File: config.mk
export PLATFORM = sky130hd
export DESIGN_NAME = imem_loader
export DESIGN_NICKNAME = d
export VERILOG_FILES = /design/src/rtl/imem_loader_pkg.sv /design/src/rtl/imem_loader_assembler.sv /design/src/rtl/imem_loader.sv
export SDC_FILE = /design/constraint.sdc
export NUM_CORES = 1
export LEC_CHECK = 0
export CAP_MARGIN = 20
export CORE_MARGIN = 1
export CORE_UTILIZATION = 47
export CTS_CLUSTER_DIAMETER = 40
export DETAILED_ROUTE_END_ITERATION = 10
export GPL_ROUTABILITY_DRIVEN = 1
export GPL_TIMING_DRIVEN = 1
export PLACE_DENSITY = 0.86
export REMOVE_ABC_BUFFERS = 1
export SKIP_LAST_GASP = 1
export SYNTH_ARGS = -nofsm -noshare
export SYNTH_HDL_FRONTEND = slang
export SYNTH_HIERARCHICAL = 1
export SYNTH_SLANG_ARGS = --single-unit
File: constraint.sdc
create_clock -name clock -period 4.4 [get_ports clock]
set_input_delay 0.88 -clock clock [delete_from_list [all_inputs] [get_ports clock]]
set_output_delay 0.88 -clock clock [all_outputs]
set_load 0.05 [all_outputs]
File: src/rtl/imem_loader_pkg.sv
// imem_loader_pkg: shared types and constants for the instruction-memory loader.
// Optional feature macro: IMEM_LOADER_CHECKSUM_EN (adds the CKSUM state).
package imem_loader_pkg;

    localparam int unsigned BYTES_PER_WORD = 4;
    localparam int          DEFAULT_DEPTH  = 256;

    // Width able to hold any word count from 0 to depth inclusive.
    function automatic int unsigned count_width(input int unsigned depth);
        return $clog2(depth + 1);
    endfunction

    typedef enum logic [2:0] {
        ST_IDLE,
        ST_RECV,
        ST_WRITE,
`ifdef IMEM_LOADER_CHECKSUM_EN
        ST_CKSUM,
`endif
        ST_DONE
    } state_t;

endpackage

File: src/rtl/imem_loader_assembler.sv
// byte_assembler: packs a big-endian byte stream into 32-bit words.
// Only the first three bytes are stored; the fourth is taken straight from
// the input so the full word is available in the cycle it completes.
module byte_assembler
    import imem_loader_pkg::*;
(
    input  logic        clock,
    input  logic        reset,
    input  logic        clear,
    input  logic        shift,
    input  logic [7:0]  byte_in,
    output logic [31:0] word,
    output logic        complete
);

    localparam int unsigned CNT_W = $clog2(BYTES_PER_WORD);

    logic [23:0]      shreg;
    logic [CNT_W-1:0] cnt;

    // Shift in accepted bytes and count position within the current word.
    always_ff @(posedge clock) begin
        if (reset || clear) begin
            shreg <= '0;
            cnt   <= '0;
        end else if (shift) begin
            shreg <= {shreg[15:0], byte_in};
            cnt   <= cnt + CNT_W'(1);
        end
    end

    assign word     = {shreg, byte_in};
    assign complete = shift && (cnt == CNT_W'(BYTES_PER_WORD - 1));

endmodule

File: src/rtl/imem_loader.sv
// imem_loader: boot-time loader filling instruction memory from a byte stream.
// Optional feature macro: IMEM_LOADER_CHECKSUM_EN (trailing 32-bit checksum, err).
module imem_loader
    import imem_loader_pkg::*;
#(
    parameter int DEPTH  = DEFAULT_DEPTH,
    parameter int ADDR_W = 32
) (
    input  logic              clock,
    input  logic              reset,
    input  logic              start,
    input  logic [8:0]        num_words,
    input  logic              byte_valid,
    input  logic [7:0]        byte_data,
    output logic              byte_ready,
    output logic              mem_we,
    output logic [ADDR_W-1:0] mem_addr,
    output logic [31:0]       mem_wdata,
    output logic              busy,
    output logic              done,
    output logic              cpu_hold,
    output logic              err
);

    localparam int unsigned CW = count_width(DEPTH);

    state_t        state;
    logic [CW-1:0] target;
    logic [CW-1:0] target_next;
    logic [CW-1:0] idx;
    logic [CW-1:0] idx_inc;
    logic          launch;
    logic          hs;
    logic [31:0]   asm_word;
    logic          asm_complete;

    assign launch   = start && (state == ST_IDLE || state == ST_DONE);
    assign hs       = byte_valid && byte_ready;
    assign idx_inc  = idx + CW'(1);
    assign cpu_hold = busy;

    // Word target is the requested count clamped to the memory depth.
    always_comb begin
        target_next = CW'(num_words);
        if (32'(num_words) > 32'(DEPTH)) target_next = CW'(DEPTH);
    end

    byte_assembler u_asm (
        .clock    (clock),
        .reset    (reset),
        .clear    (launch),
        .shift    (hs),
        .byte_in  (byte_data),
        .word     (asm_word),
        .complete (asm_complete)
    );

`ifdef IMEM_LOADER_CHECKSUM_EN
    logic [31:0] sum;
    logic        err_q;
    assign err = err_q;
`else
    assign err = 1'b0;
`endif

    // Load sequencer; every output is registered and set on state entry.
    always_ff @(posedge clock) begin
        if (reset) begin
            state      <= ST_IDLE;
            target     <= '0;
            idx        <= '0;
            byte_ready <= 1'b0;
            mem_we     <= 1'b0;
            mem_addr   <= '0;
            mem_wdata  <= '0;
            busy       <= 1'b0;
            done       <= 1'b0;
`ifdef IMEM_LOADER_CHECKSUM_EN
            sum        <= '0;
            err_q      <= 1'b0;
`endif
        end else begin
            mem_we <= 1'b0;
            case (state)
                ST_IDLE, ST_DONE: begin
                    if (start) begin
                        target <= target_next;
                        idx    <= '0;
                        done   <= 1'b0;
`ifdef IMEM_LOADER_CHECKSUM_EN
                        sum    <= '0;
                        err_q  <= 1'b0;
`endif
                        if (target_next == '0) begin
`ifdef IMEM_LOADER_CHECKSUM_EN
                            state      <= ST_CKSUM;
                            busy       <= 1'b1;
                            byte_ready <= 1'b1;
`else
                            state      <= ST_DONE;
                            done       <= 1'b1;
`endif
                        end else begin
                            state      <= ST_RECV;
                            busy       <= 1'b1;
                            byte_ready <= 1'b1;
                        end
                    end
                end
                ST_RECV: begin
                    if (asm_complete) begin
                        state      <= ST_WRITE;
                        byte_ready <= 1'b0;
                        mem_we     <= 1'b1;
                        mem_addr   <= ADDR_W'(idx) * ADDR_W'(BYTES_PER_WORD);
                        mem_wdata  <= asm_word;
                    end
                end
                ST_WRITE: begin
                    idx <= idx_inc;
`ifdef IMEM_LOADER_CHECKSUM_EN
                    sum <= sum + mem_wdata;
`endif
                    if (idx_inc == target) begin
`ifdef IMEM_LOADER_CHECKSUM_EN
                        state      <= ST_CKSUM;
                        byte_ready <= 1'b1;
`else
                        state      <= ST_DONE;
                        busy       <= 1'b0;
                        done       <= 1'b1;
`endif
                    end else begin
                        state      <= ST_RECV;
                        byte_ready <= 1'b1;
                    end
                end
`ifdef IMEM_LOADER_CHECKSUM_EN
                ST_CKSUM: begin
                    if (asm_complete) begin
                        err_q      <= (asm_word != sum);
                        state      <= ST_DONE;
                        byte_ready <= 1'b0;
                        busy       <= 1'b0;
                        done       <= 1'b1;
                    end
                end
`endif
                default: begin
                    state      <= ST_IDLE;
                    byte_ready <= 1'b0;
                    busy       <= 1'b0;
                end
            endcase
        end
    end

endmodule

==> impl_metrics.yaml, run 1 <==
# implementation run metrics
global_routing:
  grt_use_met1_pct: 25.7
  use_met2_pct: 33.2
  use_met3_pct: 4.31
  grt_pass1_wl_um: 14400
  grtUsageTotal_pct: 20.5
  grt_start_max_net_pins: 67
  antenna_found_initial: 0
  grt_overflow_total: 0
  top_usage_layer: "met2"
cells_and_area:
  fin_util_pct: 56.6
  comb_cells: 342
  syn_to_final_growth_pct: 15.2
  fillers: 759
  antennaDiodeCount: 0
  logic_area_um2: 1890
  instances_no_fill: 629
  nClkBuffers: 10
  comb_area_share_pct: 40.1
  largest_class: "logic gates"
  layout.nets: 545
  final_area_um2: 4720
  nonClkBufAreaFrac_pct: 14.5
  n_sequential_cell: 91
  flop_area_um2: 1820
  nNonClkBuffers: 70
die:
  io_pins: 91
  core_area_um2: 8340
  die_w_um: 95.4
  tap_cells: 105
  die_y_um: 95.4
  fp-row-count: 33
  die_area_um2: 9090
  core_util_floorplan_pct: 49.1
detailed_routing:
  drtPass1Iterations: 5
  met3_wirelength_um: 467
  wl_um: 8790
  drcViolationCount: 0
  top_layer_used: "met4"
  avgRoutedWirePerCell_um: 14.0
pwr:
  power.density_nw_per_um2: 360
  switching_share_pct: 31.9
  clockPowerShare_pct: 29.7
  power.leakage_nw: 1.63
  pg_clk_w: 0.000505
  power.internal_w: 0.00116
  p_sw_w: 0.000542
  seqPwrFrac_pct: 51.2
  top_power_group: "registers"
  power_w: 0.00170
  peakVddDrop_mv: 0.165
timing:
  worst_pin_slew_ps: 889
  rsz0062_at_grt: "no"
  relSlewSlack_pct: 40.7
  finalMaxSlewViolations: 0
  period_needed_ps: 2690
  finalSetupTns_ps: 0
  final-hold-violation-count: 0
  fin_crit_sh_pct: 61.1
clock_tree:
  cts_made_buffers: 9
  cts_tree: "built"
  clk_latency_ps: 360
  htreeDepth: 3
  cts_root_buf: "clkbuf_8"
  clock-sinks: 91
  cts_resized: 0
  cts.path.max_buffers: 2
logic_synthesis:
  synthDistinctLibCells: 51
  ys.flop_type: "dfxtp_1"
  yosysWarnings: 6
  synth_seq_share_pct: 44.5
  common_cells: "nand2_1, dfxtp_1, a21oi_1"
  syn-cell-area_um2: 4100
  yosys_area_um2: 4100
  yosys.area.top_type: "dfxtp_1"
  synthTopCellsByArea: "dfxtp_1, nand2_1, a21oi_1, mux2i_1, buf_4"
  synth_area_per_cell_um2: 8.48
  yosys-stat-cells: 483
setup_path:
  critical-path-max-stage-delay_ps: 440
  crit_chain: "clkdlybuf4s50_1 > and2_2 > buf_4 > and2_1 > and2_1 > buf_4 > nand2_1 > a21oi_1"
  cp_slowest_cell: "clkdlybuf4s50_1"
  worstSetupStartpointType: "input port"
  critPathMaxFanout: 40
  required_ps: 4690
  critical_path_arrival_ps: 2980
placement:
  portBuffers: 66
  dp.cells: 614
  place_congestion: 0.856
outcome:
  status: "finished clean"
job:
  drv_cap: 0
[run 1: stage by stage]
step / worst slack, ps / hold WS, ps
floorplan: 1220 / 425
global placement: 1480 / 436
detailed placement: 1330 / 446
CTS: 1690 / 459
global route: 1570 / 474
finish: 1710 / 457
[run 1: flip-flops by register name (all words and copies together), names as in the netlist]
name,count
u_asm/shreg,24
idx,9
mem_we,1
byte_ready,1
target,9
busy,1
u_asm/cnt,2
mem_addr,9
state,2
done,1
mem_wdata,32
[run 1: critical path, delay by kind of cell]
| kind | cells | cell delay [ps] |
|---|---|---|
| buf+inv | 3 | 1190 |
| simple gates | 4 | 740 |
| compound gates | 1 | 160 |
[run 1: worst paths after layout]
check,startpoint,slack [ps],cells after the start,end
worst min register to register,mem_wdata[16],460,2,mem_wdata[16]
worst max register to register,state[0],2010,6,u_asm/shreg[20]
worst max-delay path,byte_valid,1710,8,mem_addr[9]
worst min-delay path,mem_wdata[16],460,2,mem_wdata[16]
[run 1: kinds of logic after synthesis]
kind of cell | after synthesis | synth area share, %
muxes | 27 | 6.63
adders and majority gates | 4 | 1.22
other | 1 | 0.0915
buffers and inverters | 73 | 11.5
AOI/OAI and AO/OA | 86 | 12.9
DFF | 91 | 44.5
xor gates and xnor gates | 10 | 2.50
and+or+nand+nor | 191 | 20.7
[run 1: cells in the final DEF (no fill, tap or decap), drive strengths merged, types with 3 or more instances in the layout]
master,n
a21oi,57
a22oi,6
and2,4
buf,5
clkbuf,10
clkdlybuf4s50,65
conb,24
dfxtp,91
ha,4
inv,8
mux2i,26
nand2,97
nand2b,3
nand3,6
nor2,51
nor2b,3
nor3,4
nor3b,9
nor4,5
o21ai,7
xnor2,8
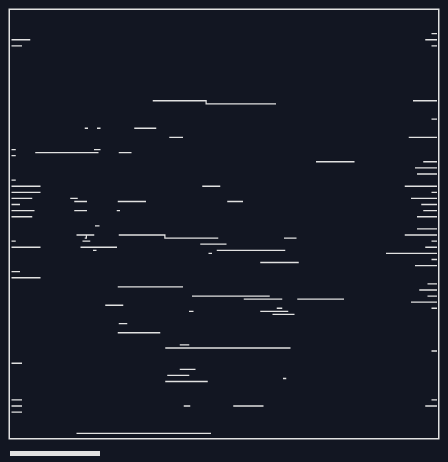
**Above:** run 1 (met3 routing).
Bar = 20 um.
share of all routed wire = 5.3%
longest straight run = 29.7 um
nets with wire on the layer = 78

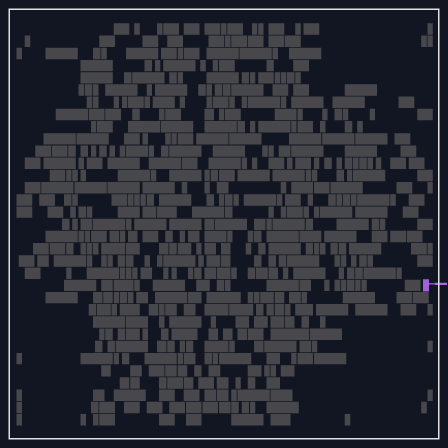
**Above:** run 1 (wires at chosen ports, followed through buffers).
purple -> err  # direction output, end cells 1, buffers 0, wire 2.00 um

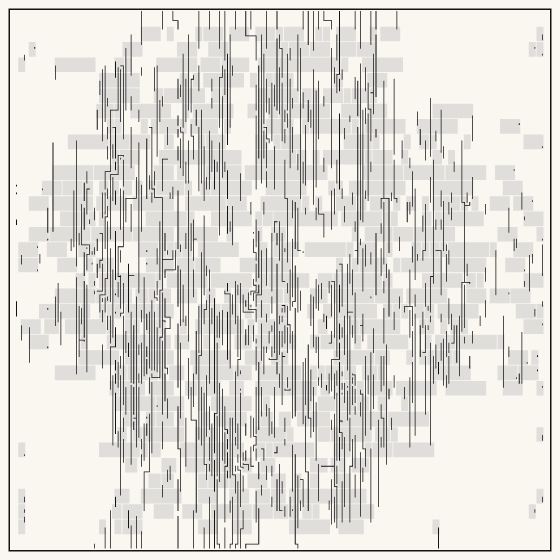
**Above:** run 1 (the metal 2 layer).
Cells faint in the background.
nets with wire on the layer = 458
share of all routed wire = 48%
wire length on this layer = 4,250 um
longest straight run = 27.5 um

==> run 1 -> run 2 <==
==> constraint.sdc (replaced) <==
create_clock -name clock -period 2.6 [get_ports clock]
set_input_delay 0.52 -clock clock [delete_from_list [all_inputs] [get_ports clock]]
set_output_delay 0.52 -clock clock [all_outputs]
set_load 0.05 [all_outputs]
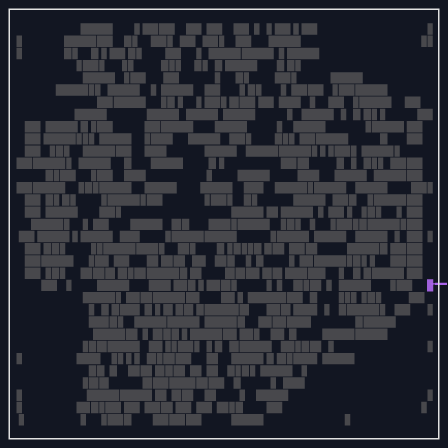
**Above:** run 2 (wires at chosen ports, followed through buffers).
purple -> err  # direction output, end cells 1, buffers 0, wire 1.10 um

==> impl_metrics.yaml, run 2 <==
# implementation run metrics
outcome:
  status: "finished clean"
logic_synthesis:
  synth_cells: 483
  top_cell_area_share_pct: 44.5
  yosys_area_um2: 4100
  synth_area_per_cell_um2: 8.48
  top_logic_kind: "simple AND/OR/NAND/NOR gates"
  synthDistinctLibCells: 51
  async_flop_share_pct: 0
  synth-edff-count: 0
  synthTopCellsByArea: "dfxtp_1, nand2_1, a21oi_1, mux2i_1, buf_4"
  yosys-stat-cells: 483
  most_common_cell: "nand2_1"
  synthAdderAreaFrac_pct: 1.22
  ys_ff: 91
  yosysWarnings: 6
  ys_sh_mux_pct: 6.63
  synth-compound-area-share_pct: 12.9
  yosys.area.top_type: "dfxtp_1"
  common_cells: "nand2_1, dfxtp_1, a21oi_1"
  synth-xor-area-share_pct: 2.50
  synth_seq_share_pct: 44.5
  simple_gate_area_share_pct: 20.7
  syn-cell-area_um2: 4100
  ys.flop_type: "dfxtp_1"
timing:
  worst_pin_slew_ps: 939
  final-hold-violation-count: 0
  fin_crit_sh_pct: 85.4
  setup_viol: 0
  timing.hold.ws_ps: 459
  period_needed_ps: 2220
  setup_slack_ps: 380
  rsz0062_at_grt: "no"
  fin_skew_ps: 10.8
  relSlewSlack_pct: 37.4
  finalMaxSlewViolations: 0
  max_freq_mhz: 450
die:
  die_y_um: 95.4
  die_area_um2: 9090
  die_w_um: 95.4
  core_area_um2: 8340
  fp-row-count: 33
  core_util_floorplan_pct: 49.1
  io_pins: 91
clock_tree:
  cts_setup_buffers: 0
  cts-hold-fix-buffers: 0
  clk_latency_ps: 350
  cts_resized: 0
  clock-sinks: 91
  clk_pin_slew_worst_paths_ps: 90
  cts_made_buffers: 9
  htreeDepth: 3
  cts_tree: "built"
  cts.path.max_buffers: 2
  cts_root_buf: "clkbuf_8"
detailed_routing:
  drt.antenna.violating_nets: 0
  avgRoutedWirePerCell_um: 13.1
  wl_um: 8330
  drcViolationCount: 0
  drtIter0Drc: 168
  drtPass1Iterations: 4
  vias: 3236
  avgViaCountPerCell: 5.10
global_routing:
  grt_pass1_vias: 3087
  grtUsageTotal_pct: 19.5
  grt_overflow_total: 0
  antenna_found_initial: 0
  grt_pass1_wl_um: 13900
  grt_start_max_net_pins: 66
cells_and_area:
  top_register: "mem_wdata"
  instances_no_fill: 635
  drive_above_1_share_pct: 6.98
  syn_to_final_growth_pct: 16.9
  antennaDiodeCount: 0
  final_area_um2: 4790
  logic_area_um2: 1890
  lay_top_count: "nand2_1"
  fin_util_pct: 57.4
  lay_top_cells: "nand2_1, dfxtp_1, clkdlybuf4s50_1, a21oi_1, nor2_1"
  layout.nets: 550
  fillers: 752
  flop_area_um2: 1820
  largest_reg_flops: 32
  top_regs: "mem_wdata x32, u_asm/shreg x24"
placement:
  dp.cells: 619
  pre_cts_ws_ps: 46.2
  hpwl_um: 5750
  place_congestion: 0.818
  place_area_um2: 4600
  portBuffers: 66
setup_path:
  crit_chain: "ha_1 > nand3_2 > nor4_1 > o21ai_1 > nor4_4 > nand2_1 > a221oi_2"
  critical-path-max-stage-delay_ps: 430
  critPathMaxFanout: 6
  r2r_start: "idx[1]"
  path_class: "reg2reg"
  critical_path_arrival_ps: 2480
  worstSetupStartpointType: "flip-flop"
  regToRegSetupSlack_ps: 380
  worst_setup_path_end_kind: "flip-flop"
  r2r_end: "state[1]"
  path_delay_family: "simple AND/OR/NAND/NOR gates"
  cp_slowest_cell: "nor4_4"
  reg2reg_depth: 7
  required_ps: 2860
  path_buffers: 0
job:
  drv_cap: 0
  warning_count: 26
pwr:
  power.leakage_nw: 1.67
  peakVddDrop_mv: 0.267
  power.density_nw_per_um2: 607
worst_hold_path:
  whs_endpoint: "mem_wdata[28]"
  min_from: "u_asm/shreg[20]"
  holdPathStages: 2
  hp-class: "reg2reg"
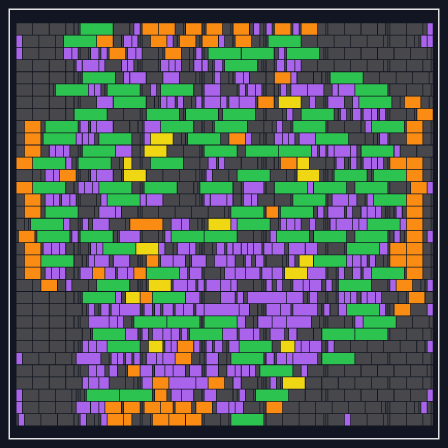
**Above:** run 2 (cells coloured by class).
Fill, decap, tap and diode cells in grey.
green -> flops  # cells 91
orange -> other buffers and delay cells  # cells 75
purple -> combinational and other logic  # cells 348
yellow -> clock drivers and dummy loads  # cells 16

run 2: netlist changes by cell type in the layout (fill, tap and decap cells not counted), sizes merged:
cell    change
buf         +5
clkinv      +1
run 2: where the power goes:
group	leakage, nW	internal [W]	switching [W]
logic	0.841	0.000186	0.000371
clock network	0.0933	0.000382	0.000501
registers	0.735	0.00143	0.0000330
run 2: worst max path at each step:
stage | slack [ps] | start | endpoint | cells past startpoint
after floorplan | -440 | byte_ready | mem_addr[10] | 5
after global placement | 120 | num_words[1] | byte_ready | 6
after detailed placement | 50 | num_words[1] | byte_ready | 6
after CTS | 360 | idx[1] | state[1] | 7
after global routing | 130 | idx[1] | done | 7
final | 380 | idx[1] | state[1] | 7
run 2: through the flow:
step | setup TNS [ps] | power (W)
after floorplan | -18240 | 0.00189
after global placement | 0 | 0.00204
after detailed placement | 0 | 0.00206
after CTS | 0 | 0.00293
after global routing | 0 | 0.00304
final | 0 | 0.00291
run 2: routing by layer:
metal	up-vias	part of all wire, %	wire (um)	GRT usage (%)
met5	-	0	0	0
met4	0	1.5	122	9.22
met3	11	4.4	363	2.79
met2	88	49	4070	33.2
met1	1495	45	3770	24.3
li1	1642	-	-	-
run 2: worst min-delay path: cells and delay by family, from the launching register on:
kind,cells,cell delay [ps]
simple gates,1,50
compound gates,1,50
flops,1,320
run 2: final cells by class:
type / instances / share of cell area [%]
Timing Repair Buffer: 75 / 15.4
Inverter: 6 / 0.470
Clock buffer: 10 / 2.88
Tap cell: 105 / 2.74
Sequential cell: 91 / 38.1
Clock inverter: 6 / 0.993
Multi-Input combinational cell: 342 / 39.5
Power is estimated from default activity; no workload was simulated.
